[config.mk]
export PLATFORM = sky130hd
export DESIGN_NAME = cpu_step_ctrl
export DESIGN_NICKNAME = d
export VERILOG_FILES = /design/src/rtl/cpu_step_ctrl.sv
export SDC_FILE = /design/constraint.sdc
export NUM_CORES = 1
export LEC_CHECK = 0
export ABC_AREA = 0
export CORE_UTILIZATION = 40
export CTS_BUF_LIST = sky130_fd_sc_hd__clkbuf_4
export DETAILED_ROUTE_END_ITERATION = 10
export GPL_ROUTABILITY_DRIVEN = 0
export PLACE_DENSITY = 0.65
export SLEW_MARGIN = 20
export SYNTH_ARGS = -nofsm -noshare
export SYNTH_HDL_FRONTEND = slang
export SYNTH_SLANG_ARGS = --single-unit
[constraint.sdc]
create_clock -name clk_in -period 2.3 [get_ports clk_in]
set_input_delay 0.69 -clock clk_in [delete_from_list [all_inputs] [get_ports clk_in]]
set_output_delay 0.69 -clock clk_in [all_outputs]
set_load 0.005 [all_outputs]
[src/rtl/cpu_step_ctrl.sv]
// Run/single-step controller: produces a one-cycle pipeline enable either at a
// fixed divided rate (run) or once per debounced step press, and counts enables.
module cpu_step_ctrl #(
   parameter int unsigned TICK_PERIOD     = 400000,
   parameter int unsigned DEBOUNCE_CYCLES = 200000
) (
   input  logic        clk_in,
   input  logic        reset,
   input  logic        run_sw,
   input  logic        step_btn,
   input  logic        halt_req,
   output logic        cpu_en,
   output logic [1:0]  mode,
   output logic [31:0] step_count
);

   localparam int unsigned TICK_W   = $clog2(TICK_PERIOD);
   localparam int unsigned CNT_W    = 32;
   localparam int unsigned N_IN     = 2;
   localparam int unsigned IDX_RUN  = 0;
   localparam int unsigned IDX_STEP = 1;

   localparam logic [TICK_W-1:0] TICK_LAST = TICK_W'(TICK_PERIOD - 1);
   localparam logic [CNT_W-1:0]  DEB_LAST  = CNT_W'(DEBOUNCE_CYCLES - 1);

   typedef enum logic [1:0] {
      ST_IDLE = 2'd0,
      ST_RUN  = 2'd1,
      ST_HALT = 2'd2
   } state_e;

   // Raw asynchronous inputs, index 0 = run switch, index 1 = step button
   logic [N_IN-1:0] raw_in;

   logic [N_IN-1:0][1:0]       sync_q, sync_d;
   logic [N_IN-1:0]            db_q, db_d;
   logic [N_IN-1:0][CNT_W-1:0] cnt_q, cnt_d;
   logic                       step_rise_q, step_rise_d;

   state_e                     state_q, state_d;
   logic [TICK_W-1:0]          tick_q, tick_d;
   logic                       cpu_en_q, cpu_en_d;
   logic [31:0]                step_count_q, step_count_d;

   logic                       run_db;

   assign raw_in = {step_btn, run_sw};
   assign run_db = db_q[IDX_RUN];

   // Two-flop synchronizers followed by per-input debounce counters
   always_comb begin
      sync_d = sync_q;
      db_d   = db_q;
      cnt_d  = '0;
      for (int i = 0; i < N_IN; i++) begin
         sync_d[i] = {sync_q[i][0], raw_in[i]};
         if (sync_q[i][1] != db_q[i]) begin
            if (cnt_q[i] == DEB_LAST) begin
               db_d[i] = ~db_q[i];
            end else begin
               cnt_d[i] = cnt_q[i] + CNT_W'(1);
            end
         end
      end
      step_rise_d = db_d[IDX_STEP] & ~db_q[IDX_STEP];
   end

   // Input conditioning registers
   always_ff @(posedge clk_in or negedge reset) begin
      if (!reset) begin
         sync_q      <= '0;
         db_q        <= '0;
         cnt_q       <= '0;
         step_rise_q <= 1'b0;
      end else begin
         sync_q      <= sync_d;
         db_q        <= db_d;
         cnt_q       <= cnt_d;
         step_rise_q <= step_rise_d;
      end
   end

   // Mode FSM next-state, tick divider and enable/count generation
   always_comb begin
      state_d      = state_q;
      tick_d       = tick_q;
      cpu_en_d     = 1'b0;
      step_count_d = step_count_q;
      case (state_q)
         ST_IDLE: begin
            if (run_db) begin
               state_d = ST_RUN;
               tick_d  = '0;
            end else if (step_rise_q) begin
               cpu_en_d = 1'b1;
            end
         end
         ST_RUN: begin
            if (halt_req) begin
               state_d = ST_HALT;
               tick_d  = '0;
            end else if (!run_db) begin
               state_d = ST_IDLE;
               tick_d  = '0;
            end else if (tick_q == TICK_LAST) begin
               tick_d   = '0;
               cpu_en_d = 1'b1;
            end else begin
               tick_d = tick_q + TICK_W'(1);
            end
         end
         ST_HALT: begin
            if (step_rise_q && !run_db) begin
               state_d = ST_IDLE;
            end
         end
         default: begin
            state_d = ST_IDLE;
            tick_d  = '0;
         end
      endcase
      if (cpu_en_d) begin
         step_count_d = step_count_q + 32'd1;
      end
   end

   // FSM state and registered outputs
   always_ff @(posedge clk_in or negedge reset) begin
      if (!reset) begin
         state_q      <= ST_IDLE;
         tick_q       <= '0;
         cpu_en_q     <= 1'b0;
         step_count_q <= '0;
      end else begin
         state_q      <= state_d;
         tick_q       <= tick_d;
         cpu_en_q     <= cpu_en_d;
         step_count_q <= step_count_d;
      end
   end

   assign cpu_en     = cpu_en_q;
   assign mode       = state_q;
   assign step_count = step_count_q;

endmodule
Fig. 1: run 1, M3 wires
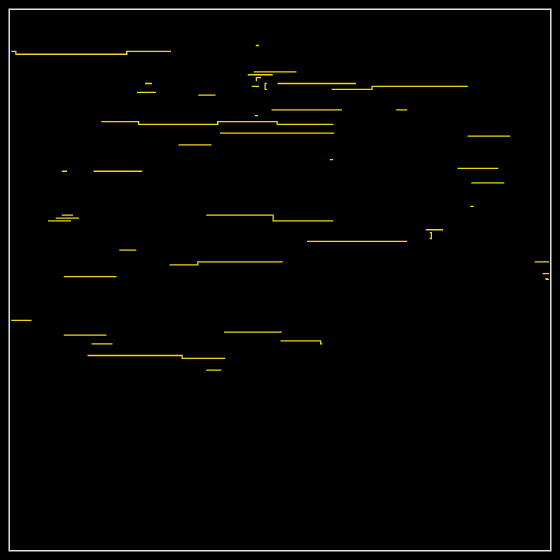
The layer carries 460 µm of wire. The layer holds 3.5% of the routed length.

Fig. 2: run 1, the metal 2 layer
The bar under the picture is 50 µm long.
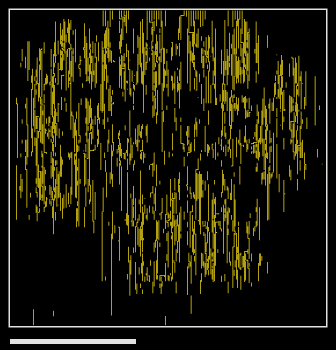
593 nets have wire on it. The layer holds 48% of the routed length. The longest straight run is 32.3 µm. The wires run mostly vertical.

==> out/summary.log, run 1 <==
INFO  synthesis      synthArstFlopShare=1.000
INFO  flow_run       max_cap_violation_count=0
INFO  synthesis      cell_count_listed_in_synth_stat_txt=610
INFO  synthesis      postSynthCellCount=610
INFO  worst_setup_path cp-startpoint=tick_q[15]
INFO  global_route   pin_count_of_the_biggest_net_entering_global_routing=50
INFO  final_timing   setup_ws=0.04115ns
INFO  routing        via_per_inst=5.453
INFO  synthesis      top_cells_by_area=dfrtp_1 51%, xor2_1 8.9%, nor2_1 5.0%, xnor2_1 4.9%, nand3_1 3.8%
INFO  synthesis      yosys_chip_area=0.006106mm²
INFO  worst_setup_path worst-endpoint-required=2.75ns
INFO  global_route   grt_antenna_before_repair=0
INFO  worst_setup_path critical_path_end_type=register
INFO  die            fp-row-count=44
INFO  synthesis      postSynthNetCount=619
INFO  synthesis      ys_sh_xor=0.1377
INFO  status         violations=design-rule violations
INFO  die            die-height=125.6µm
INFO  status         outcome=finished with violations
INFO  flow_run       stage_log_warnings=26
INFO  worst_setup_path timing.critical_path.arrival=2.71ns
INFO  routing        vias=4788
INFO  synthesis      most_common_cell=dfrtp_1
INFO  final_timing   slew_headroom=0.6109
INFO  synthesis      enable_flop_cells=0
INFO  routing        residual_drc_count=1
INFO  worst_setup_path critical_path.reg2reg.startpoint=tick_q[15]
INFO  placement      placement.cell_area=0.006850mm²
INFO  layout         final_instance_count_excl_fillers=878
INFO  placement      placement.io_buffers=39
INFO  final_timing   setup_violations=0
INFO  synthesis      yosys.cell_types.count=43
INFO  clock_network  clockBufferDepth=2
INFO  die            design.portCount=40
INFO  worst_setup_path cp_num_buf_inv=1
Fig. 3: run 1, track usage over the die
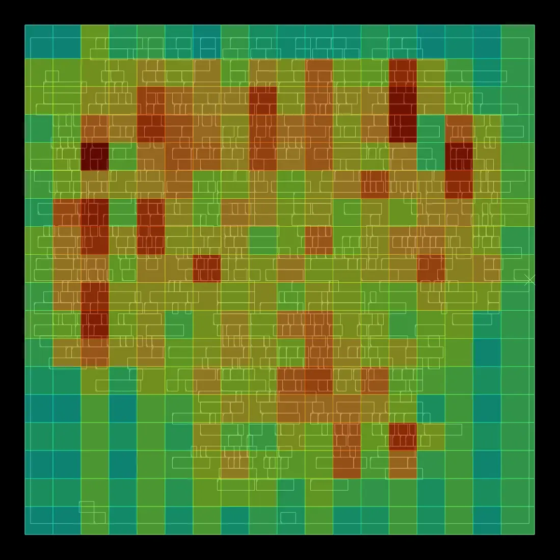
peak-usage layer in the global routing report: met2
GR Layer Usage met2: 0.2843

-- run 1: power breakdown --
part,internal [mW],total [mW],switching (mW)
clock network,0.874,1.73,0.854
registers,2.21,2.22,0.0104
logic,0.0312,0.104,0.0724
total,3.11,4.05,0.937
-- run 1: repair_timing --
item	CTS	global route
gates resized	4	21
hold buffers	1	0
buffers inserted	0	7
setup endpoints to repair	4	34
endpoints found under the hold margin	2	0
-- run 1: layout by cell type, fill, tap and decap left out, types with 3 or more instances in the layout --
cell type and instances:
buf_4 31, or3_1 8, a21oi_1 14, nand2b_1 5, nand3_1 46, nand4_1 36
clkinvlp_4 5, nand4b_1 3, nor3_1 14, a31oi_1 5, o21ai_0 7, nor4_1 19
nor2_1 81, clkbuf_4 18, dfrtp_2 13, nor4_2 9, and2_1 6, mux2_2 3
and3_1 17, clkdlybuf4s50_1 36, ha_1 4, dfrtp_1 112, xor2_1 62, nand2_1 45
and4_1 11, clkinv_4 4, xnor2_1 34, inv_1 8, bufinv_16 4
-- run 1: worst max-delay path by stage --
stage / end / cells after the start / slack (ns)
6_report: step_count[14] / 6 / 0.04
5_1_grt: step_count[14] / 6 / -0.01
4_1_cts: step_count[12] / 1 / 0.003
3_5_place_dp: step_count[15] / 6 / -0.07
3_3_place_gp: step_count[22] / 6 / -0.03
2_1_floorplan: step_count[29] / 7 / 0.28
-- run 1: metrics by stage --
stage,hold slack [ns],utilization
floorplan,0.3312,-
global placement,0.3428,0.4660
detailed placement,0.3471,0.4660
CTS,0.3605,0.4895
global route,0.3630,0.4983
finish,0.3538,0.4983
-- run 1: registers in the layout, indices dropped and copies added, names as in the netlist --
name and count:
db_q 2, sync_q 2, tick_q 19, cpu_en 1, step_rise_q 1, cnt_q 64, mode 2, step_count 32
sync_d 2
-- run 1: worst register-to-register path, delay by kind of cell, from the launching register on --
family	cells	cell delay [ns]
flops	1	0.43
compound gates	1	0.18
buf+inv	1	0.23
xor+xnor	1	0.20
simple gates	3	1.12
-- run 1: metal layers --
metal	global-route usage	vias up	part of all wire
li1	-	2298	-
met1	0.2347	2394	0.47
met5	0	-	0
met4	0.06313	0	0.011
met2	0.2843	83	0.48
met3	0.05563	13	0.035
-- run 1: final cells by class --
class | count | area, µm²
Clock inverter | 14 | 195.2
Tap cell | 184 | 230.2
Timing Repair Buffer | 73 | 679.4
Clock buffer | 18 | 135.1
Sequential cell | 125 | 3144
Multi-Input combinational cell | 455 | 2903
Fill cell | 1326 | 7375
Inverter | 9 | 37.54
-- run 1: kinds of logic after synthesis --
| family | count (synthesis) |
|---|---|
| AND-OR/OR-AND | 34 |
| XOR/XNOR | 96 |
| adder cells (fa/ha/maj) | 4 |
| buffers and inverters | 30 |
| flip-flops | 125 |
| multiplexers | 4 |
| AND/OR/NAND/NOR | 317 |
Fig. 4: run 1, gate families picked out
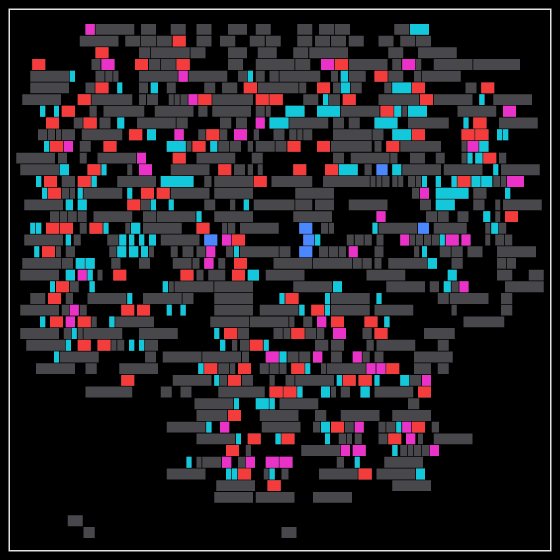

--- run 2 (diff from run 1) ---
--- a/config.mk
+++ b/config.mk
@@ -10,6 +10,7 @@
 export CTS_BUF_LIST = sky130_fd_sc_hd__clkbuf_4
 export DETAILED_ROUTE_END_ITERATION = 10
 export GPL_ROUTABILITY_DRIVEN = 0
+export GPL_TIMING_DRIVEN = 0
 export PLACE_DENSITY = 0.65
 export SLEW_MARGIN = 20
 export SYNTH_ARGS = -nofsm -noshare
Fig. 5: run 2, gate families picked out
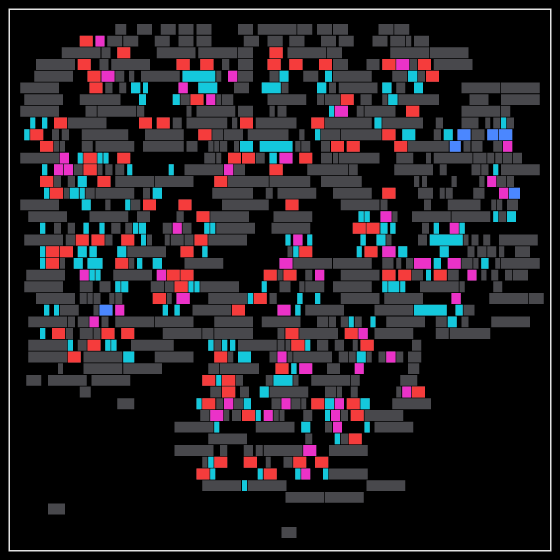
Key: blue = AND-OR and OR-AND gates [cells 6]; red = XOR/XNOR gates [cells 96, most used xor2_1]; cyan = NOR gates [cells 132, most used nor2_1]; magenta = AND and OR gates [cells 47, most used and3_1]

Fig. 6: run 2, where the registers sit
The bar under the picture is 50 µm long. Other sequential cells in the stronger gray, the rest of the logic in the fainter gray.
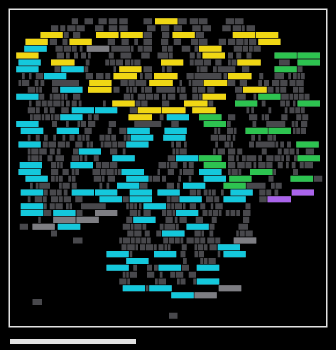
Key: cyan = `cnt_q` [sequential cells 64]; purple = `mode` [sequential cells 2]; green = `tick_q` [sequential cells 19]; yellow = `step_count` [sequential cells 32]
Another 8 sequential cells are not colored.

==> out/summary.log, run 2 <==
INFO  die            design.portCount=40 [unchanged]
INFO  status         violations=design-rule violations [unchanged]
INFO  routing        via_per_inst=5.448 [was 5.453]
INFO  worst_setup_path critical_path_end_type=output pin [was register]
INFO  global_route   pin_count_of_the_biggest_net_entering_global_routing=84 [was 50]
INFO  status         outcome=finished with violations [unchanged]
INFO  layout         top_register_by_number_of_flip_flops=cnt_q [unchanged]
INFO  clock_network  clockBufferDepth=2 [unchanged]
INFO  synthesis      enable_flop_cells=0 [unchanged]
INFO  synthesis      yosys_chip_area=0.006106mm² [unchanged]
INFO  final_timing   setup_violations=0 [unchanged]
INFO  synthesis      postSynthCellCount=610 [unchanged]
INFO  layout         largest_register_ff_count=64 [unchanged]
INFO  synthesis      postSynthNetCount=619 [unchanged]
INFO  placement      placement.cell_area=0.006755mm² [was 0.006850 mm²]
INFO  routing        route.layer.met1.wl=5.846mm [was 6.293 mm]
INFO  worst_setup_path cp_num_buf_inv=1 [unchanged]
INFO  layout         most_common_library_cell_in_the_layout_ignoring_fill_and_taps=dfrtp_1 [unchanged]
INFO  flow_run       max_cap_violation_count=0 [unchanged]
INFO  die            fp-row-count=44 [unchanged]
INFO  flow_run       stage_log_warnings=27 [was 26]
INFO  synthesis      top_cells_by_area=dfrtp_1 51%, xor2_1 8.9%, nor2_1 5.0%, xnor2_1 4.9%, nand3_1 3.8% [unchanged]
INFO  routing        residual_drc_count=1 [unchanged]
INFO  synthesis      most_common_cell=dfrtp_1 [unchanged]
INFO  routing        met3_wirelength=493µm [was 460 µm]
-- run 2: logic make-up after synthesis --
kind of cell             synth area share
AND/OR/NAND/NOR                    0.2801
multiplexers                     0.007172
XOR/XNOR                           0.1377
flip-flops                         0.5123
adder cells (fa/ha/maj)          0.008197
buffers and inverters             0.02192
AND-OR/OR-AND                     0.03258
-- run 2: where the power goes --
part	switching, mW	total, mW	leakage [nW]	internal (mW)
Sequential	0.0104	2.22	1.70	2.21
Clock	0.896	1.67	0.160	0.769
Combinational	0.0711	0.0978	1.25	0.0267
Total	0.978	3.98	3.11	3.00
-- run 2: stage by stage --
| step | setup TNS (ns) | utilization | cells |
|---|---|---|---|
| 6_report | 0 | 0.4892 | 871 |
| 2_1_floorplan | 0 | - | 610 |
| 5_1_grt | -0.004462 | 0.4892 | 871 |
| 3_3_place_gp | -547.37 | 0.4576 | 833 |
| 3_5_place_dp | -8.591 | 0.4596 | 834 |
| 4_1_cts | 0 | 0.4826 | 866 |
-- run 2: layer usage --
| metal | GRT usage | vias to the layer above |
|---|---|---|
| met5 | 0 | - |
| met4 | 0.06671 | 0 |
| met3 | 0.04707 | 19 |
| met2 | 0.2817 | 84 |
| met1 | 0.2280 | 2363 |
| li1 | - | 2279 |
-- run 2: what timing repair did --
item                                    CTS  global route
pin swaps                                 1             1
endpoints found under the setup margin   68            86
hold endpoints to repair                  0             0
resized                                  11            25
buffers inserted                          1             4
-- run 2: final cells by class --
cell class | count | area, µm²
diodes | 1 | 2.502
plain buffers | 20 | 113.9
clock buffers | 17 | 127.6
clock inverters | 15 | 187.7
fillers | 1352 | 7508
inverters | 9 | 33.78
multi-input cells | 455 | 2890
flip-flops and latches | 125 | 3148
well taps | 184 | 230.2
repair buffers | 45 | 456.7
-- run 2: worst reg2reg max path: cells and delay by family, from the launching register on --
family / cells / cell delay, ns
simple gates: 3 / 1.07
buf+inv: 2 / 0.32
compound gates: 1 / 0.15
flops: 1 / 0.42
xor+xnor: 1 / 0.18
-- run 2: worst paths after layout --
kind                               start  slack [ns]  depth (start not counted)              to
max                        step_count[3]        0.07                          1   step_count[3]
min                                reset        0.05                          1       cnt_q[61]
max reg2reg                   tick_q[15]        0.10                          7  step_count[29]
min reg2reg                    sync_d[1]        0.36                          0       sync_q[1]
max in group asynchronous          reset        1.50                          2  step_count[13]
min in group clk_in            sync_d[1]        0.36                          0       sync_q[1]
Power figures rest on the tool's default switching activity, not on a simulated workload.
